**src/rtl/nr_alu_pkg.sv**
```systemverilog
// Shared opcodes, FSM encoding and overflow codes for nr_seq_alu.
package nr_alu_pkg;

  localparam int unsigned OP_ADD  = 0;
  localparam int unsigned OP_SUB  = 1;
  localparam int unsigned OP_FTST = 2;
  localparam int unsigned OP_AND  = 3;
  localparam int unsigned OP_OR   = 4;
  localparam int unsigned OP_NOR  = 5;
  localparam int unsigned OP_SLT  = 6;
  localparam int unsigned OP_SHL  = 7;
  localparam int unsigned OP_SHR  = 8;
  localparam int unsigned OP_MUL  = 9;
  localparam int unsigned OP_DIV  = 10;
  localparam int unsigned OP_REM  = 11;

  typedef enum logic [1:0] {
    S_IDLE = 2'd0,
    S_BUSY = 2'd1,
    S_DONE = 2'd2
  } state_t;

  localparam logic [1:0] OVF_NONE = 2'b00;
  localparam logic [1:0] OVF_POS  = 2'b01;
  localparam logic [1:0] OVF_NEG  = 2'b10;

endpackage

```
**src/rtl/nr_iter_muldiv.sv**
```systemverilog
// WIDTH-step shift-add multiplier, plus a restoring divider when NR_SEQ_ALU_DIV_EN is defined.
// nx_hi/nx_lo are the values after the current step; last is high on the final step.
module nr_iter_muldiv #(
  parameter int WIDTH = 8
) (
  input  logic             clk,
  input  logic             rst,
  input  logic             start,
`ifdef NR_SEQ_ALU_DIV_EN
  input  logic             div,
`endif
  input  logic [WIDTH-1:0] a,
  input  logic [WIDTH-1:0] b,
  output logic [WIDTH-1:0] nx_hi,
  output logic [WIDTH-1:0] nx_lo,
  output logic             last
);

  localparam int CW = $clog2(WIDTH + 1);

  logic [CW-1:0]    cnt;
  logic [WIDTH-1:0] hi, lo, b_q;
  logic [WIDTH:0]   add_w;
`ifdef NR_SEQ_ALU_DIV_EN
  logic             div_q;
  logic [WIDTH:0]   rem_w, sub_w;
`endif

  always_comb begin
    add_w = {1'b0, hi} + (lo[0] ? {1'b0, b_q} : '0);
    nx_hi = add_w[WIDTH:1];
    nx_lo = {add_w[0], lo[WIDTH-1:1]};
`ifdef NR_SEQ_ALU_DIV_EN
    // partial remainder never reaches 2*b, so bit WIDTH of sub_w is a clean borrow
    rem_w = {hi, lo[WIDTH-1]};
    sub_w = rem_w - {1'b0, b_q};
    if (div_q) begin
      nx_hi = sub_w[WIDTH] ? rem_w[WIDTH-1:0] : sub_w[WIDTH-1:0];
      nx_lo = {lo[WIDTH-2:0], ~sub_w[WIDTH]};
    end
`endif
  end

  assign last = (cnt == CW'(1));

  always_ff @(posedge clk or posedge rst) begin
    if (rst) begin
      cnt   <= '0;
      hi    <= '0;
      lo    <= '0;
      b_q   <= '0;
`ifdef NR_SEQ_ALU_DIV_EN
      div_q <= 1'b0;
`endif
    end else if (start) begin
      cnt   <= CW'(WIDTH);
      hi    <= '0;
      lo    <= a;
      b_q   <= b;
`ifdef NR_SEQ_ALU_DIV_EN
      div_q <= div;
`endif
    end else if (cnt != '0) begin
      cnt <= cnt - 1'b1;
      hi  <= nx_hi;
      lo  <= nx_lo;
    end
  end

endmodule

```
**src/rtl/nr_seq_alu.sv**
```systemverilog
// Registered ALU with valid/ready handshake and iterative MUL (DIV/REM with NR_SEQ_ALU_DIV_EN).
// Handshake: a request is taken on a rising edge with in_valid && in_ready; a result is
// retired on a rising edge with out_valid && out_ready. in_ready is high only in IDLE.
module nr_seq_alu
  import nr_alu_pkg::*;
#(
  parameter int WIDTH = 8,
  parameter int OPW   = 4
) (
  input  logic             clk,
  input  logic             rst,
  input  logic             in_valid,
  output logic             in_ready,
  input  logic [OPW-1:0]   op,
  input  logic [WIDTH-1:0] in0,
  input  logic [WIDTH-1:0] in1,
  output logic             out_valid,
  input  logic             out_ready,
  output logic [WIDTH-1:0] result,
  output logic [WIDTH-1:0] result_hi,
  output logic             u_zero,
  output logic             carry,
  output logic [1:0]       ovrflw,
  output logic             neg,
  output logic             err
);

  state_t           state;
  logic             busy_div;
  logic [WIDTH:0]   sum, shl_w, shr_w;
  logic [WIDTH-1:0] diff, nx_result, nx_hi, md_hi, md_lo;
  logic             nx_carry, nx_zero, nx_err, nx_iter, nx_div, md_last, start;
  logic [1:0]       nx_ovf;

  assign in_ready = (state == S_IDLE) && !rst;
  assign start    = (state == S_IDLE) && in_valid && nx_iter;

  always_comb begin
    sum       = {1'b0, in0} + {1'b0, in1};
    diff      = in0 - in1;
    shl_w     = {1'b0, in0} << in1;
    shr_w     = {in0, 1'b0} >> in1;
    nx_result = '0;
    nx_hi     = '0;
    nx_carry  = 1'b0;
    nx_ovf    = OVF_NONE;
    nx_err    = 1'b0;
    nx_iter   = 1'b0;
    nx_div    = 1'b0;
    case (op)
      OPW'(OP_ADD): begin
        nx_result = sum[WIDTH-1:0];
        nx_carry  = sum[WIDTH];
        if (!in0[WIDTH-1] && !in1[WIDTH-1] && sum[WIDTH-1])     nx_ovf = OVF_POS;
        else if (in0[WIDTH-1] && in1[WIDTH-1] && !sum[WIDTH-1]) nx_ovf = OVF_NEG;
      end
      OPW'(OP_SUB): begin
        nx_result = diff;
        nx_carry  = (in0 < in1);
        if (!in0[WIDTH-1] && in1[WIDTH-1] && diff[WIDTH-1])      nx_ovf = OVF_POS;
        else if (in0[WIDTH-1] && !in1[WIDTH-1] && !diff[WIDTH-1]) nx_ovf = OVF_NEG;
      end
      OPW'(OP_FTST): nx_result = diff;
      OPW'(OP_AND):  nx_result = in0 & in1;
      OPW'(OP_OR):   nx_result = in0 | in1;
      OPW'(OP_NOR):  nx_result = ~(in0 | in1);
      OPW'(OP_SLT):  nx_result = {{(WIDTH-1){1'b0}}, ($signed(in0) < $signed(in1))};
      // the extra bit of each shift vector catches the last bit shifted out
      OPW'(OP_SHL): begin
        nx_result = shl_w[WIDTH-1:0];
        nx_carry  = shl_w[WIDTH];
      end
      OPW'(OP_SHR): begin
        nx_result = shr_w[WIDTH:1];
        nx_carry  = shr_w[0];
      end
      OPW'(OP_MUL): nx_iter = 1'b1;
`ifdef NR_SEQ_ALU_DIV_EN
      OPW'(OP_DIV), OPW'(OP_REM): begin
        if (in1 == '0) begin
          nx_result = '1;
          nx_hi     = in0;
          nx_err    = 1'b1;
        end else begin
          nx_iter = 1'b1;
          nx_div  = 1'b1;
        end
      end
`endif
      default: nx_err = 1'b1;
    endcase
    nx_zero = (op == OPW'(OP_FTST)) ? (((in0 & in1) == in1) && (in0 != '0))
                                    : (nx_result == '0);
  end

  nr_iter_muldiv #(.WIDTH(WIDTH)) u_muldiv (
    .clk   (clk),
    .rst   (rst),
    .start (start),
`ifdef NR_SEQ_ALU_DIV_EN
    .div   (nx_div),
`endif
    .a     (in0),
    .b     (in1),
    .nx_hi (md_hi),
    .nx_lo (md_lo),
    .last  (md_last)
  );

  always_ff @(posedge clk or posedge rst) begin
    if (rst) begin
      state     <= S_IDLE;
      busy_div  <= 1'b0;
      out_valid <= 1'b0;
      result    <= '0;
      result_hi <= '0;
      u_zero    <= 1'b0;
      carry     <= 1'b0;
      ovrflw    <= OVF_NONE;
      neg       <= 1'b0;
      err       <= 1'b0;
    end else begin
      case (state)
        S_IDLE: begin
          if (in_valid) begin
            if (nx_iter) begin
              state    <= S_BUSY;
              busy_div <= nx_div;
            end else begin
              state     <= S_DONE;
              out_valid <= 1'b1;
              result    <= nx_result;
              result_hi <= nx_hi;
              u_zero    <= nx_zero;
              carry     <= nx_carry;
              ovrflw    <= nx_ovf;
              neg       <= nx_result[WIDTH-1];
              err       <= nx_err;
            end
          end
        end
        S_BUSY: begin
          if (md_last) begin
            state     <= S_DONE;
            out_valid <= 1'b1;
            result    <= md_lo;
            result_hi <= md_hi;
            u_zero    <= (md_lo == '0);
            carry     <= !busy_div && (md_hi != '0);
            ovrflw    <= OVF_NONE;
            neg       <= md_lo[WIDTH-1];
            err       <= 1'b0;
          end
        end
        S_DONE: begin
          if (out_ready) begin
            state     <= S_IDLE;
            out_valid <= 1'b0;
          end
        end
        default: state <= S_IDLE;
      endcase
    end
  end

endmodule

```
**config.mk**
```make
export PLATFORM = sky130hd
export DESIGN_NAME = nr_seq_alu
export DESIGN_NICKNAME = d
export VERILOG_FILES = /design/src/rtl/nr_alu_pkg.sv /design/src/rtl/nr_iter_muldiv.sv /design/src/rtl/nr_seq_alu.sv
export SDC_FILE = /design/constraint.sdc
export NUM_CORES = 1
export LEC_CHECK = 0
export CAP_MARGIN = 25
export CORE_ASPECT_RATIO = 1.2
export CORE_MARGIN = 1.5
export CORE_UTILIZATION = 45
export DETAILED_ROUTE_END_ITERATION = 6
export GPL_ROUTABILITY_DRIVEN = 0
export PLACE_DENSITY_LB_ADDON = 0.3
export SYNTH_ARGS = -nofsm -noshare
export SYNTH_HDL_FRONTEND = slang
export SYNTH_SLANG_ARGS = --single-unit
```
**constraint.sdc**
```tcl
create_clock -name clk -period 2.85 [get_ports clk]
set_input_delay 0.57 -clock clk [delete_from_list [all_inputs] [get_ports clk]]
set_output_delay 0.57 -clock clk [all_outputs]
set_load 0.02 [all_outputs]
```
Fig. 1: close-up of the layout
Region (58, 14) to (88, 44) um. Cells in gray, sequential cells in the stronger gray; small squares are vias.
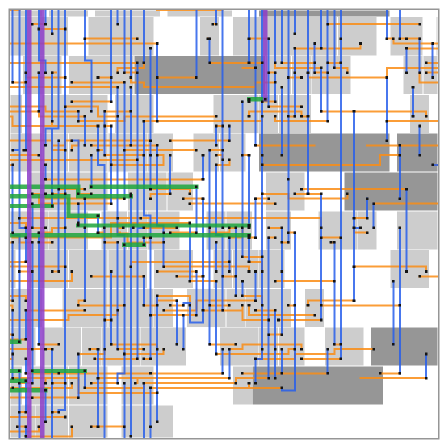
green -> M3
orange -> M1
purple -> M4
blue -> M2
netlist names of flops here include = ovrflw (2)
sequential cells in the window = 5
most frequent = buf_4 (15), nand2_1 (8)
cells with their middle in the window = 80

Fig. 2: the clock network
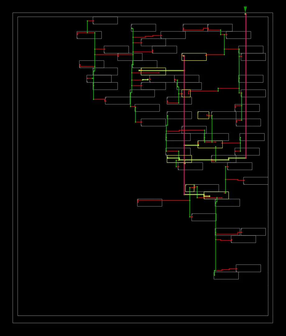
Clock net power: 0.643 mW
Skew-Pair Late Insertion Delay: 0.30 ns

==> summary.txt <==
fresh numbers from the pnr run: clock tree from TritonCTS yes, Warnings, synthesis 0, cells along the critical path buf_6 -> buf_6 -> ha_4 -> fa_2 -> nor3_2 -> nor3_2 -> o31ai_2 -> o221a_2 -> o211ai_1 -> or4_4 -> o41ai_2, Power per Cell Area 568 mW/mm^2, mean post-synth cell area 9.05 sq um, Seq share, synth 27.3%, post-route ant nets 0, Leak 3.06 nW, Worst Path Buf+Inv 2, drc violations 0, number of H-tree levels 2, CP Data Required Time 3.05 ns, Root Driver clkbuf_16, total congestion overflow 0, post-route minimum period 2.83 ns, top cells by count, synth dfrtp_1, nand2_1, ha_1, Final Hold Fails 0, syn nets 600, Worst path top cell family by delay AND-OR/OR-AND gates, status completed, first-pass GRT wire length 24400 um, Max-Cap Viols 0, input/output buffers 47, Reg power frac 31.6%, Max Slew Vio Count 0, EDFF count, synth 0, row count 41, crit-path max cell delay 0.50 ns
Fig. 3: clock network drawn from the DEF
Scale bar: 20 um.
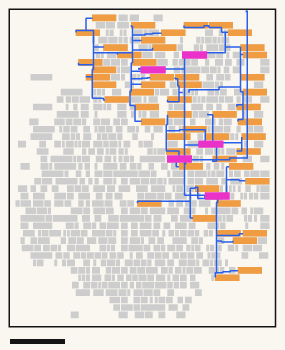
blue -> clock wires  # length 647 um
magenta -> clock-net drivers  # count 5
orange -> flip-flops  # count 52
routed clock nets = 6

==> power by group through the flow <==
stage / Combinational [mW] / Clock [mW] / Sequential [mW]
floorplan: 1.11 / 0 / 1.22
global placement: 1.77 / 0 / 1.17
detailed placement: 1.82 / 0 / 1.18
CTS: 1.87 / 0.646 / 1.17
global route: 2.08 / 0.676 / 1.21
finish: 1.90 / 0.643 / 1.18
==> layout by cell type (no fill, tap or decap), drive strengths merged, types with 4 or more instances in the layout <==
cell,instances
a21o,12
o22ai,6
o221ai,4
nor2b,6
nand3,11
nor3,14
clkdlybuf4s50,36
mux2,11
nand2,51
a221o,4
dfrtp,52
nor2,31
xor2,5
xnor2,8
a22oi,6
dlygate4sd2,5
o21bai,4
a21oi,33
clkbuf,6
and2,11
a31oi,8
buf,134
o211ai,5
a22o,8
nand2b,7
mux2i,18
nor4,6
o21ai,28
a311oi,5
mux4,9
ha,46
a211oi,7
nand4,5
inv,30
==> path summary, 6_finish.rpt <==
path	start	slack (ns)	endpoint	cells after the start
max	in1[0]	0.02	u_zero	11
min	ovrflw[1]	0.48	ovrflw[1]	1
max reg2reg	u_muldiv.b_q[0]	0.21	carry	10
min reg2reg	ovrflw[1]	0.48	ovrflw[1]	1
max in group asynchronous	rst	1.65	u_muldiv.hi[5]	3
min in group asynchronous	rst	0.61	state[1]	2
==> per-stage QoR <==
stage | instance area (sq um) | hold WS, ns | setup TNS [ns]
after floorplan | 4840 | 0.473 | -0.0118
after global placement | 6180 | 0.462 | -3.22
after detailed placement | 6180 | 0.470 | -3.97
after CTS | 6490 | 0.486 | 0
after global routing | 6550 | 0.515 | -0.0856
final | 6550 | 0.482 | 0
==> metal layers <==
layer	global-route usage, %	wire (um)
met1	32.0	5880
met5	0	0
met3	3.68	855
met4	14.3	826
met2	47.6	7270
==> kinds of logic (layout without fill, tap and decap cells) <==
logic type / after synthesis / count (layout) / share of synthesized area (%)
XOR/XNOR: 13 / 13 / 2.39
AND/OR/NAND/NOR: 154 / 154 / 16.0
flip-flops: 52 / 52 / 27.3
AND-OR/OR-AND: 161 / 161 / 24.0
multiplexers: 38 / 38 / 10.6
buffers and inverters: 60 / 214 / 6.35
adder cells (fa/ha/maj): 49 / 49 / 13.3
==> final cells by class <==
class                   instances  area (sq um)
multi-input cells             415          3330
clock buffers                   5           125
clock inverters                 3          28.8
well taps                     129           161
fillers                       839          3870
repair buffers                179          1500
inverters                      27           104
flip-flops and latches         52          1300
==> sequential cells by signal, indices dropped and copies added (netlist names) <==
| signal | count |
|---|---|
| carry | 1 |
| result_hi | 8 |
| u_muldiv.b_q | 8 |
| u_zero | 1 |
| state | 2 |
| result | 8 |
| ovrflw | 2 |
| u_muldiv.lo | 8 |
| err | 1 |
| u_muldiv.cnt | 4 |
| u_muldiv.hi | 8 |
| out_valid | 1 |
==> repair_timing <==
action                     in CTS  in global routing
setup endpoints to repair       6                  9
hold endpoints to repair        0                  0
resized                        38                 19
pin swaps                      15                 15
buffers inserted                8                  2
hold buffers                    0                  0
cloned                          0                  0
No activity file was given, so power comes from the tool's default toggle rates.
